$ cat config.mk
export PLATFORM = sky130hd
export DESIGN_NAME = probe_sample_rx
export DESIGN_NICKNAME = d
export VERILOG_FILES = /design/src/rtl/probe_rx_pkg.sv /design/src/rtl/uart_rx_byte.sv /design/src/rtl/probe_sample_rx.sv
export SDC_FILE = /design/constraint.sdc
export NUM_CORES = 1
export LEC_CHECK = 0
export ABC_AREA = 1
export CAP_MARGIN = 30
export CORE_MARGIN = 2
export CORE_UTILIZATION = 55
export DETAILED_ROUTE_END_ITERATION = 7
export PLACE_DENSITY = 0.79
export RECOVER_POWER = 100
export SLEW_MARGIN = 20
export SYNTH_ARGS = -nofsm -noshare
export SYNTH_HDL_FRONTEND = slang
export SYNTH_SLANG_ARGS = --single-unit
$ cat constraint.sdc
create_clock -name clk -period 1.8 [get_ports clk]
set_input_delay 0.27 -clock clk [delete_from_list [all_inputs] [get_ports clk]]
set_output_delay 0.27 -clock clk [all_outputs]
set_load 0.02 [all_outputs]
$ cat src/rtl/probe_rx_pkg.sv
// Shared definitions for the logic-probe sample receiver:
// byte-FSM state encoding, 8N1 framing constants, default divisors.
package probe_rx_pkg;

  // 8N1 framing
  localparam int DATA_BITS = 8;

  // 50 MHz / 115200 baud
  localparam int DEF_CLKS_PER_BIT = 434;
  localparam int DEF_SAMPLE_BYTES = 16;
  localparam int DEF_TIMEOUT_BITS = 20;

  typedef enum logic [2:0] {
    RX_IDLE,
    RX_START,
    RX_DATA,
    RX_STOP,
    RX_WAIT_IDLE
  } rx_state_e;

  // Saturating 16-bit increment for the error counter.
  function automatic logic [15:0] sat_inc16(
    input logic [15:0] v
  );
    return (v == 16'hFFFF) ? v : v + 16'd1;
  endfunction

endpackage

$ cat src/rtl/uart_rx_byte.sv
// 8N1 byte receiver: 2-flop rxd synchroniser plus byte FSM.
// Ports: clk, reset (sync, active high), rxd_i (async serial in),
//   byte_o / byte_strobe_o (accepted byte, 1-cycle strobe),
//   frame_err_o (1-cycle pulse, stop bit low), busy_o (FSM not idle).
module uart_rx_byte
  import probe_rx_pkg::*;
#(
  parameter int CLKS_PER_BIT = DEF_CLKS_PER_BIT
) (
  input  logic       clk,
  input  logic       reset,
  input  logic       rxd_i,
  output logic [7:0] byte_o,
  output logic       byte_strobe_o,
  output logic       frame_err_o,
  output logic       busy_o
);

  localparam int CNT_W = (CLKS_PER_BIT > 1) ? $clog2(CLKS_PER_BIT) : 1;
  localparam int BIT_W = $clog2(DATA_BITS);
  localparam logic [CNT_W-1:0] BIT_LAST  = CNT_W'(CLKS_PER_BIT - 1);
  localparam logic [CNT_W-1:0] HALF_LAST = CNT_W'(CLKS_PER_BIT / 2 - 1);
  localparam logic [BIT_W-1:0] DBIT_LAST = BIT_W'(DATA_BITS - 1);

  rx_state_e      state_q;
  logic [1:0]     sync_q;
  logic [CNT_W-1:0] cnt_q;
  logic [BIT_W-1:0] bit_q;
  logic [7:0]     shift_q;
  logic [7:0]     byte_q;
  logic           strobe_q;
  logic           ferr_q;
  logic           rxd_s;

  assign rxd_s = sync_q[1];

  always_ff @(posedge clk) begin
    if (reset) begin
      sync_q   <= 2'b11;
      state_q  <= RX_IDLE;
      cnt_q    <= '0;
      bit_q    <= '0;
      shift_q  <= '0;
      byte_q   <= '0;
      strobe_q <= 1'b0;
      ferr_q   <= 1'b0;
    end else begin
      sync_q   <= {sync_q[0], rxd_i};
      strobe_q <= 1'b0;
      ferr_q   <= 1'b0;
      unique case (state_q)
        RX_IDLE: begin
          cnt_q <= '0;
          // Line only reaches IDLE while high, so low here is a falling edge.
          if (!rxd_s) state_q <= RX_START;
        end
        RX_START: begin
          if (cnt_q == HALF_LAST) begin
            cnt_q <= '0;
            bit_q <= '0;
            // High at mid start bit: treat as a glitch.
            state_q <= rxd_s ? RX_IDLE : RX_DATA;
          end else begin
            cnt_q <= cnt_q + 1'b1;
          end
        end
        RX_DATA: begin
          if (cnt_q == BIT_LAST) begin
            cnt_q   <= '0;
            shift_q <= {rxd_s, shift_q[7:1]};
            if (bit_q == DBIT_LAST) state_q <= RX_STOP;
            else bit_q <= bit_q + 1'b1;
          end else begin
            cnt_q <= cnt_q + 1'b1;
          end
        end
        RX_STOP: begin
          if (cnt_q == BIT_LAST) begin
            cnt_q <= '0;
            if (rxd_s) begin
              byte_q   <= shift_q;
              strobe_q <= 1'b1;
              state_q  <= RX_IDLE;
            end else begin
              ferr_q  <= 1'b1;
              state_q <= RX_WAIT_IDLE;
            end
          end else begin
            cnt_q <= cnt_q + 1'b1;
          end
        end
        RX_WAIT_IDLE: begin
          cnt_q <= '0;
          if (rxd_s) state_q <= RX_IDLE;
        end
        default: state_q <= RX_IDLE;
      endcase
    end
  end

  assign byte_o        = byte_q;
  assign byte_strobe_o = strobe_q;
  assign frame_err_o   = ferr_q;
  assign busy_o        = (state_q != RX_IDLE);

endmodule

$ cat src/rtl/probe_sample_rx.sv
// Logic-probe dump receiver: 8N1 bytes assembled into W-bit samples
// with valid/ready output, frame-error pulse, sticky overrun, idle timeout.
// Ports: clk, reset (sync, active high), rs232_rxd, sample_data/
//   sample_valid/sample_ready, frame_err, overrun,
//   err_count (only when PROBE_RX_ERRCNT_EN is defined).
module probe_sample_rx
  import probe_rx_pkg::*;
#(
  parameter int CLKS_PER_BIT = DEF_CLKS_PER_BIT,
  parameter int SAMPLE_BYTES = DEF_SAMPLE_BYTES,
  parameter int TIMEOUT_BITS = DEF_TIMEOUT_BITS
) (
  input  logic                      clk,
  input  logic                      reset,
  input  logic                      rs232_rxd,
  output logic [8*SAMPLE_BYTES-1:0] sample_data,
  output logic                      sample_valid,
  input  logic                      sample_ready,
`ifdef PROBE_RX_ERRCNT_EN
  output logic [15:0]               err_count,
`endif
  output logic                      frame_err,
  output logic                      overrun
);

  localparam int W        = 8 * SAMPLE_BYTES;
  localparam int IDX_W    = $clog2(SAMPLE_BYTES) + 1;
  localparam int TO_LIMIT = TIMEOUT_BITS * CLKS_PER_BIT;
  localparam int TO_W     = (TO_LIMIT > 1) ? $clog2(TO_LIMIT) : 1;
  localparam logic [IDX_W-1:0] IDX_LAST = IDX_W'(SAMPLE_BYTES - 1);
  localparam logic [TO_W-1:0]  TO_LAST  = TO_W'(TO_LIMIT - 1);

  logic [7:0]       rx_byte;
  logic             rx_strobe;
  logic             rx_ferr;
  logic             rx_busy;

  logic [W-1:0]     hold_q, hold_d;
  logic [W-1:0]     data_q, data_d;
  logic [IDX_W-1:0] idx_q, idx_d;
  logic [TO_W-1:0]  to_q, to_d;
  logic             valid_q, valid_d;
  logic             ovr_q, ovr_d;
  logic [W-1:0]     shifted;

  uart_rx_byte #(
    .CLKS_PER_BIT(CLKS_PER_BIT)
  ) u_byte (
    .clk          (clk),
    .reset        (reset),
    .rxd_i        (rs232_rxd),
    .byte_o       (rx_byte),
    .byte_strobe_o(rx_strobe),
    .frame_err_o  (rx_ferr),
    .busy_o       (rx_busy)
  );

  // First byte received ends up in the top byte lane.
  assign shifted = (hold_q << 8) | W'(rx_byte);

  always_comb begin
    hold_d  = hold_q;
    data_d  = data_q;
    idx_d   = idx_q;
    to_d    = to_q;
    valid_d = valid_q;
    ovr_d   = ovr_q;

    if (valid_q && sample_ready) valid_d = 1'b0;

    if (rx_ferr) begin
      idx_d = '0;
      to_d  = '0;
    end else if (rx_strobe) begin
      hold_d = shifted;
      to_d   = '0;
      if (idx_q == IDX_LAST) begin
        idx_d = '0;
        // Accepting the old sample this cycle frees the slot: no bubble.
        if (!valid_q || sample_ready) begin
          data_d  = shifted;
          valid_d = 1'b1;
        end else begin
          ovr_d = 1'b1;
        end
      end else begin
        idx_d = idx_q + 1'b1;
      end
    end else if (idx_q == '0 || rx_busy) begin
      // Timeout only runs on an idle line with a partial sample.
      to_d = '0;
    end else if (to_q == TO_LAST) begin
      idx_d = '0;
      to_d  = '0;
    end else begin
      to_d = to_q + 1'b1;
    end
  end

  always_ff @(posedge clk) begin
    if (reset) begin
      hold_q  <= '0;
      data_q  <= '0;
      idx_q   <= '0;
      to_q    <= '0;
      valid_q <= 1'b0;
      ovr_q   <= 1'b0;
    end else begin
      hold_q  <= hold_d;
      data_q  <= data_d;
      idx_q   <= idx_d;
      to_q    <= to_d;
      valid_q <= valid_d;
      ovr_q   <= ovr_d;
    end
  end

  assign sample_data  = data_q;
  assign sample_valid = valid_q;
  assign overrun      = ovr_q;
  assign frame_err    = rx_ferr;

`ifdef PROBE_RX_ERRCNT_EN
  logic [15:0] errcnt_q;

  always_ff @(posedge clk) begin
    if (reset) errcnt_q <= '0;
    else if (rx_ferr) errcnt_q <= sat_inc16(errcnt_q);
  end

  assign err_count = errcnt_q;
`endif

endmodule

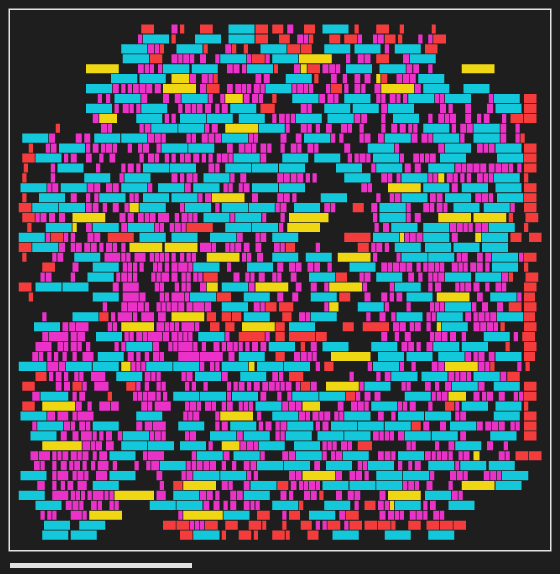
(run_1/placement_by_type.png)
The bar under the picture is 50 µm long.
Key: red = other buffers and delay cells [cells 169, share of their area 10%]; magenta = combinational and other logic [cells 1046, share of their area 36%]; cyan = flops [cells 304, share of their area 46%]; yellow = clock drivers and dummy loads [cells 56, share of their area 8.1%]

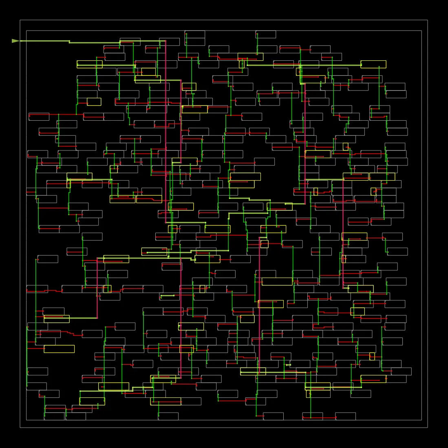
(run_1/clocks.png)
clk sinks: 304
Clk power: 6.70 mW
Seq cells: 304

==> results.json, run 1 <==
{
  "outcome": "completed",
  "p_int_mw": 11.2,
  "flop_cell": "dfxtp_1",
  "fin_ws_ps": 24.7,
  "edf_count": 0,
  "syn_avg_cell_area_um2": 7.94,
  "tool_warnings": 29,
  "p_per_area_nw_per_um2": 1050,
  "worstSetupStartpoint": "sample_data[85]",
  "finalCritPeriodShare": 0.986,
  "grt_pass1_vias": 8704,
  "ys_async_sr_fraction": 0,
  "clock.fmax_mhz": 563,
  "design_area_um2": 13700,
  "critical_path_buf_inv_count": 1,
  "dpl.hpwl_um": 16000,
  "logic_area_um2": 4150,
  "layout_top_cell": "nor2_1",
  "cts_root_buf": "clkbuf_16",
  "final_cell_mix": "317 x nor2_1, 302 x dfxtp_1, 253 x o21ai_0",
  "fp.dieArea_um2": 21900,
  "numCtsBuffers": 30,
  "power_mw": 14.4,
  "synth.distinct_cells": 29,
  "synth.top_cell.area_share": 0.534,
  "drc": 0,
  "hold_path_class": "in -> reg",
  "hold_depth": 2,
  "vias": 9631,
  "min_to": "u_byte.sync_q[0]",
  "cp-endpoint": "sample_data[85]",
  "drv_cap": 0,
  "cp_max_fo": 2,
  "postCtsResizedCells": 25,
  "grt_max_degree": 83,
  "setup_viol": 0,
  "crit_cells": 1,
  "layout-drive-gt1-share": 0.0737,
  "clkSlewWorstSetupHoldPaths_ps": 60,
  "placedCellCount": 1780,
  "vias_per_cell": 5.22,
  "slew_viol_final": 0,
  "syn-cell-area_um2": 11400,
  "place.gp.congestion": 0.822,
  "portBuffers": 134,
  "ant_nets": 0,
  "track_usage": 0.225,
  "cp.required_ps": 1530,
  "power_frac_comb": 0.061,
  "grt_antenna_before_repair": 0,
  "reg2reg_depth": 8,
  "arrival_ps": 1510,
  "worst_pin_slew_ps": 610,
  "netSwitchingFraction": 0.226,
  "antenna_cells": 0,
  "cts_hold_buf": 0,
  "max_stage_delay_ps": 630,
  "power_frac_seq": 0.475,
  "clockPowerShare": 0.464,
  "ios": 135,
  "yosys_warnings": 0,
  "synthTopCellsByArea": "dfxtp_1 53%, o21ai_0 11%, nor2_1 10%",
  "post_cts_buffers": 0,
  "post-route-util": 0.675,
  "cts_max_level": 1,
  "drt_first_pass_iters": 7,
  "r2r_end": "sample_data[17]",
  "clock.latency.late_pin_ps": 540,
  "path_cells": "clkdlybuf4s50_1",
  "dp_slack_ps": -28.0,
  "worstHoldStart": "rs232_rxd",
  "synth_seq_share": 0.534,
  "syn_inst": 1436,
  "fp-row-count": 52,
  "drt_iter0_drc": 683,
  "hold_slack_ps": 294,
  "p_leak_nw": 5.71,
  "finClkSkew_ps": 7.95
}
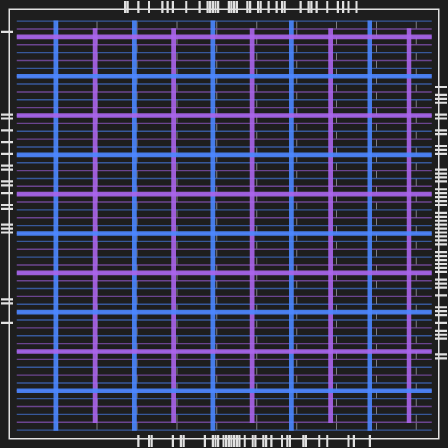
(run_1/power_grid.png)
Pins as bars on the die edge. Tap cells in grey.
Key: blue = VSS; purple = VDD
The core has 52 rows. 135 signal pins sit on the boundary. 10 straps on met5.
DIE WIDTH: 148 µm
Max VDD drop: 0.000736 V
die y size: 148 µm
core area: 20300 µm²

## run 1: cell usage after synthesis, types with 2 or more instances
library cell,count
buf_2,24
buf_6,25
nand3b_1,2
nand2_1,58
a21oi_1,142
o21ai_0,245
ha_1,8
nor2_2,4
nand3_1,21
inv_1,166
inv_2,4
o21ai_1,26
dfxtp_1,304
nor2_1,317
xnor2_1,2
a21oi_2,2
nand3_2,6
clkbuf_1,37
nor2_4,5
nand2_2,2
nand4_1,6
xor2_1,10
or2_2,4
nor3_1,11
## run 1: power groups by stage
| stage | Clock, mW | Combinational, mW | Sequential (mW) |
|---|---|---|---|
| after floorplan | 0 | 0.691 | 7.00 |
| after global placement | 0 | 0.845 | 7.01 |
| after detailed placement | 0 | 0.880 | 7.01 |
| after CTS | 6.80 | 0.892 | 6.86 |
| after global routing | 7.06 | 0.998 | 6.86 |
| final | 6.70 | 0.883 | 6.86 |
## run 1: layout make-up
| type | count | area share |
|---|---|---|
| flip-flops and latches | 304 | 0.444 |
| well taps | 270 | 0.0247 |
| inverters | 170 | 0.0470 |
| clock inverters | 14 | 0.0151 |
| repair buffers | 169 | 0.102 |
| multi-input cells | 876 | 0.303 |
| clock buffers | 42 | 0.0640 |
## run 1: kinds of logic (layout without fill, tap and decap cells)
family	count (synthesis)	in the layout	share of synthesized area
adder cells (fa/ha/maj)	8	8	0.00878
flip-flops	304	304	0.534
buffers and inverters	256	395	0.103
AND-OR/OR-AND	417	417	0.184
XOR/XNOR	12	12	0.00921
AND/OR/NAND/NOR	439	439	0.161
## run 1: layer usage
metal / routed length, µm / GRT usage
met4: 419 / 0.0495
met2: 12400 / 0.379
met1: 11900 / 0.307
met5: 0 / 0
met3: 1120 / 0.0333
==> run_1/logic_types.png <==
The bar under the picture is 50 µm long.
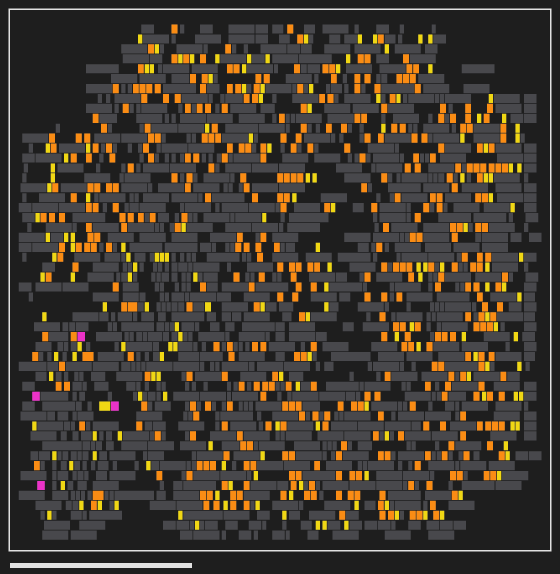

==> inputs of run 2 (changes only) <==
- CORE_UTILIZATION: 55 -> 50
- PLACE_DENSITY: 0.79 -> 0.73
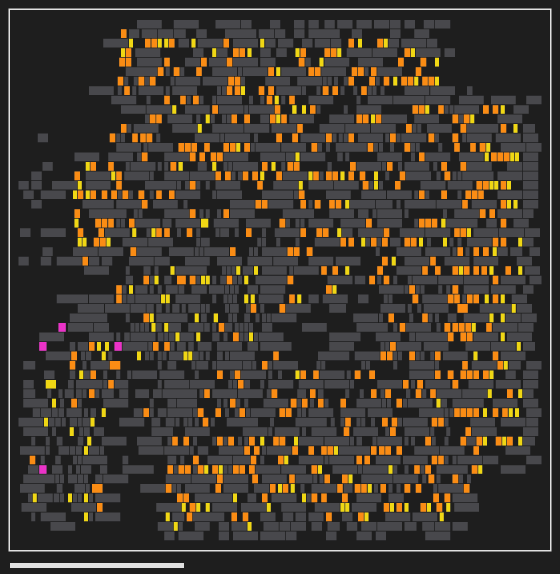
(run_2/logic_types.png)
The bar under the picture is 50 µm long.
Key: magenta = AND and OR gates [cells 4]; orange = inverting AOI/OAI gates [cells 416, where all over the die]; yellow = inverters [cells 170, where all over the die]

==> run 2 against run 1 <==
Sequential cell count did not move. Wire length fell by 1.6%. Via count fell by 2.8%. Critical endpoint is now sample_data[90]. Maximum frequency rose by 0.49%. Clock-buffer cell count fell by 4. Synthesized cell count did not move. First-iteration DRC count rose by 2.0%. Global-route usage fell by 2.4 points. Clock skew barely moved. Combinational power fell by 1%. Final cell count rose by 0.70%. Non-clock buffer count rose by 1.
==> results.json, run 2 <==
{
  "core_um2": 22500,
  "fin_ws_ps": 33.4,
  "finalCritPeriodShare": 0.981,
  "placedCellCount": 1798,
  "cp.required_ps": 1530,
  "worstSetupStartpoint": "sample_data[90]",
  "post-route-util": 0.627,
  "hold_path_class": "in -> reg",
  "hold_slack_ps": 270,
  "ys_sh_adder": 0.00877,
  "fp-row-count": 55,
  "synthTopCellsByArea": "dfxtp_1 53%, o21ai_0 11%, nor2_1 10%",
  "p_leak_nw": 7.06,
  "common_cells": "317 x nor2_1, 304 x dfxtp_1, 245 x o21ai_0",
  "clock.latency.late_pin_ps": 570,
  "p_per_area_nw_per_um2": 1000,
  "most_common_cell": "nor2_1",
  "outcome": "completed",
  "mux_share": 0,
  "cts_hold_buf": 0,
  "layout_top_cell": "nor2_1",
  "power_mw": 14.1,
  "tool_warnings": 32,
  "cts_sinks": 304,
  "worst_pin_slew_ps": 456,
  "cts_max_level": 1,
  "edf_count": 0,
  "syn-cell-area_um2": 11400,
  "ys_sh_xor": 0.00921,
  "vias_per_cell": 5.04,
  "die_w_um": 155,
  "dieHeight_um": 155,
  "final_cell_mix": "317 x nor2_1, 302 x dfxtp_1, 239 x o21ai_0",
  "ir_drop_v": 0.000842,
  "layout-drive-gt1-share": 0.0782,
  "finClkSkew_ps": 8.07,
  "slew_viol_final": 0,
  "synth.distinct_cells": 29,
  "syn_inst": 1436,
  "cts_root_buf": "clkbuf_16"
}
-- run 2: cell counts after synthesis --
No cell type changed its count.
-- run 2: logic make-up after synthesis --
logic type               Yosys count
AND/OR/NAND/NOR                  439
AND-OR/OR-AND                    417
flip-flops                       304
buffers and inverters            256
XOR/XNOR                          12
adder cells (fa/ha/maj)            8
-- run 2: report_power, final --
| group | internal [mW] | switching (mW) |
|---|---|---|
| combinational | 0.278 | 0.592 |
| sequential | 6.78 | 0.0856 |
| clock | 3.77 | 2.62 |
| total | 10.8 | 3.30 |
-- run 2: repair_timing --
action / in CTS / in global routing
gates cloned: 0 / 2
buffers inserted: 0 / 5
gates resized: 69 / 63
pin swaps: 0 / 3
setup endpoints to repair: 68 / 95
-- run 2: metal layers --
metal  track usage  vias up  share of wire
met4        0.0560        0          0.021
met1         0.283     4275           0.48
met3        0.0326       35          0.046
met2         0.321      209           0.45
met5             0        -              0
li1              -     4841              -
-- run 2: worst min-delay path by stage --
stage | from | endpoint | slack (ps) | depth (start not counted)
after global placement | u_byte.sync_q[0] | u_byte.sync_q[1] | 400 | 1
after detailed placement | u_byte.sync_q[0] | u_byte.sync_q[1] | 400 | 1
after CTS | rs232_rxd | u_byte.sync_q[0] | 250 | 2
final | rs232_rxd | u_byte.sync_q[0] | 270 | 2
after floorplan | rs232_rxd | u_byte.sync_q[0] | 370 | 1
after global routing | rs232_rxd | u_byte.sync_q[0] | 270 | 2
-- run 2: area by class of cell --
class	instances	share of cell area
clock buffers	38	0.0604
clock inverters	15	0.0120
inverters	170	0.0458
multi-input cells	876	0.295
flip-flops and latches	304	0.432
well taps	285	0.0253
repair buffers	170	0.130
==> run_2/power_grid.png <==
Pins as bars on the die edge. Tap cells in grey.
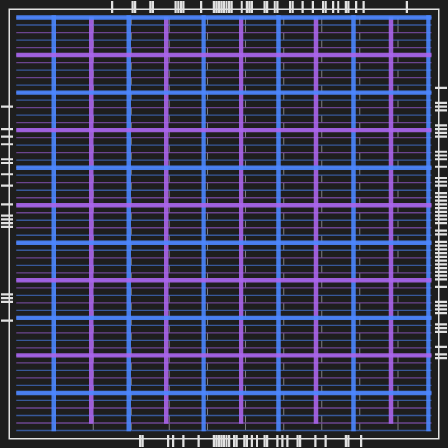

==> inputs of run 3 (changes only) <==
- DONT_BUFFER_PORTS: unset -> 1
- PLACE_DENSITY: 0.73 -> unset
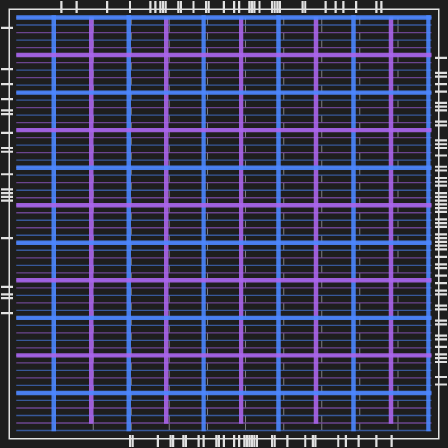
(run_3/power_grid.png)
Pins as bars on the die edge. Tap cells in grey.
Key: blue = VSS; purple = VDD
The core has 55 rows. 285 tap cells. 135 signal pins sit on the boundary. 11 straps on met4. 56 met1 rails follow the rows.
core area: 22500 µm²
die y size: 155 µm
DIE WIDTH: 155 µm
Max VDD drop: 0.000767 V

==> run 3 against run 2 <==
Area after synthesis stayed put. Sequential power about the same. Largest power group unchanged. Setup slack improved by 110 ps. Critical path type is now reg -> reg. Clock-buffer cell count up 9. Power is 1.3% lower.
==> results.json, run 3 <==
{
  "outcome": "completed",
  "placedCellCount": 1667,
  "fp-row-count": 55,
  "clockPowerShare": 0.446,
  "final_cell_mix": "316 x nor2_1, 304 x dfxtp_1, 241 x o21ai_0",
  "synth.distinct_cells": 29,
  "layout-drive-gt1-share": 0.0784,
  "synth.top_cell.area_share": 0.534,
  "numCtsBuffers": 31,
  "syn-cell-area_um2": 11400,
  "layout_top_cell": "nor2_1",
  "maxPowerGroup": "sequential cells",
  "portBuffers": 0,
  "cp_max_fo": 30,
  "drt_iter0_drc": 556,
  "grt_antenna_before_repair": 0,
  "place.gp.congestion": 0.825,
  "edf_count": 0,
  "pg_comb_uw": 888,
  "netSwitchingFraction": 0.229,
  "vias_per_cell": 5.06,
  "grt_max_degree": 89,
  "ant_nets": 0,
  "syn_inst": 1436,
  "clkSlewWorstSetupHoldPaths_ps": 60,
  "fp.dieArea_um2": 24000,
  "flop_cell": "dfxtp_1",
  "clock.latency.late_pin_ps": 550,
  "drc": 0,
  "mux_share": 0,
  "worst_pin_slew_ps": 506,
  "ys_sh_xor": 0.00921,
  "post_cts_buffers": 0,
  "path_cells": "ha_2 > nand3_2 > nor2_4 > nand3_4 > buf_4 > clkbuf_16 > o21ai_0 > a21oi_1",
  "synthTopCellsByArea": "dfxtp_1 53%, o21ai_0 11%, nor2_1 10%",
  "p_int_mw": 10.7,
  "clock.fmax_mhz": 604,
  "ys_sh_adder": 0.00877,
  "switching_power_mw": 3.20,
  "simple_gate_share": 0.161,
  "antenna_cells": 0,
  "syn_avg_cell_area_um2": 7.94,
  "power_mw": 14.0,
  "hold_path_class": "in -> reg",
  "synthTopLogicFamily": "AND-OR/OR-AND gates",
  "power_frac_seq": 0.490,
  "most_common_cell": "nor2_1",
  "cts_sinks": 304,
  "cts_root_buf": "clkbuf_16",
  "track_usage": 0.198,
  "cts_hold_buf": 2,
  "reg2reg_depth": 8,
  "synth_seq_share": 0.534,
  "arrival_ps": 2080,
  "power_frac_comb": 0.064,
  "common_cells": "317 x nor2_1, 304 x dfxtp_1, 245 x o21ai_0",
  "vias": 8741,
  "tool_warnings": 29,
  "drv_cap": 0,
  "aoi_share": 0.184,
  "crit_path_end_kind": "flip-flop",
  "max_stage_delay_ps": 340,
  "grt_pass1_vias": 7939,
  "dpl.hpwl_um": 15700,
  "slew_viol_final": 0,
  "finalCritPeriodShare": 0.920,
  "p_per_area_nw_per_um2": 1100,
  "ys_async_sr_fraction": 0,
  "p_leak_nw": 5.23,
  "critical_path_class": "reg -> reg",
  "seq-power_mw": 6.84,
  "cp.required_ps": 2230,
  "cts_max_level": 1,
  "yosys_warnings": 0
}
-- run 3: cell types whose count changed in the layout (fill, tap and decap cells not counted), moves of 5 or more --
cell,delta
dlymetal6s2s_1,-53
clkbuf_1,+5
dlygate4sd2_1,-67
clkbuf_8,+5
clkdlybuf4s50_1,-13
clkinv_2,-5
-- run 3: layer usage --
metal / global-route usage / part of all wire / vias to the layer above
met4: 0.0392 / 0.011 / 0
met5: 0 / 0 / -
met2: 0.294 / 0.43 / 152
li1: - / - / 4563
met1: 0.290 / 0.49 / 4005
met3: 0.0543 / 0.066 / 21
-- run 3: critical path: cells and delay by family, from the launching register on --
kind                     cells  cell delay [ps]
AND-OR/OR-AND                2              220
AND/OR/NAND/NOR              3              380
flip-flops                   1              340
adder cells (fa/ha/maj)      1              200
buffers and inverters        2              390
-- run 3: through the flow --
step	setup WS, ps	setup TNS, ps	hold slack [ps]	cell area [µm²]	util
after floorplan	339	0	374	11400	-
after global placement	151	0	344	11600	0.515
after detailed placement	118	0	344	11600	0.515
after CTS	66.1	0	5.22	12600	0.560
after global routing	-0.0930	-0.0930	42.6	12700	0.562
final	144	0	20.3	12700	0.562
-- run 3: worst paths after layout --
kind	startpoint	endpoint	slack, ps
worst max-delay path	idx_q[0]	sample_data[125]	140
worst min-delay path	sample_ready	sample_valid	20
worst max register to register	idx_q[0]	sample_data[125]	140
worst min register to register	u_byte.sync_q[0]	u_byte.sync_q[1]	420
-- run 3: area by class of cell --
cell class / instances / area [µm²] / share of cell area
well taps: 285 / 357 / 0.0282
flip-flops and latches: 304 / 6090 / 0.481
multi-input cells: 876 / 4150 / 0.328
inverters: 170 / 646 / 0.0510
clock inverters: 7 / 63.8 / 0.00504
repair buffers: 37 / 417 / 0.0329
clock buffers: 47 / 936 / 0.0740

## Gallery

Clock wires, drivers and flops.
The bar under the picture is 50 µm long.
picture 1
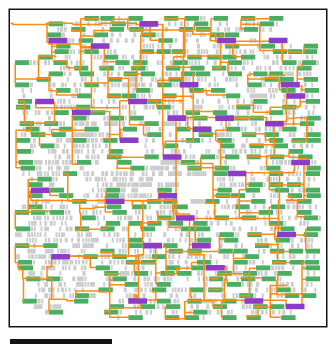
picture 2
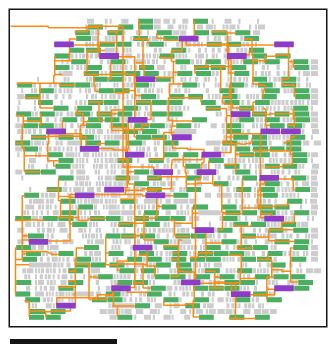
Run 3 is picture 1.
Run 1 is picture 2.

Key to picture 1:
Key: green = flip-flops [count 304]; orange = clock wires [length 3530 µm]; purple = clock drivers [count 31]
There are 32 routed clock nets. Position of the flops: all over the die.

No activity file was given, so power comes from the tool's default toggle rates.
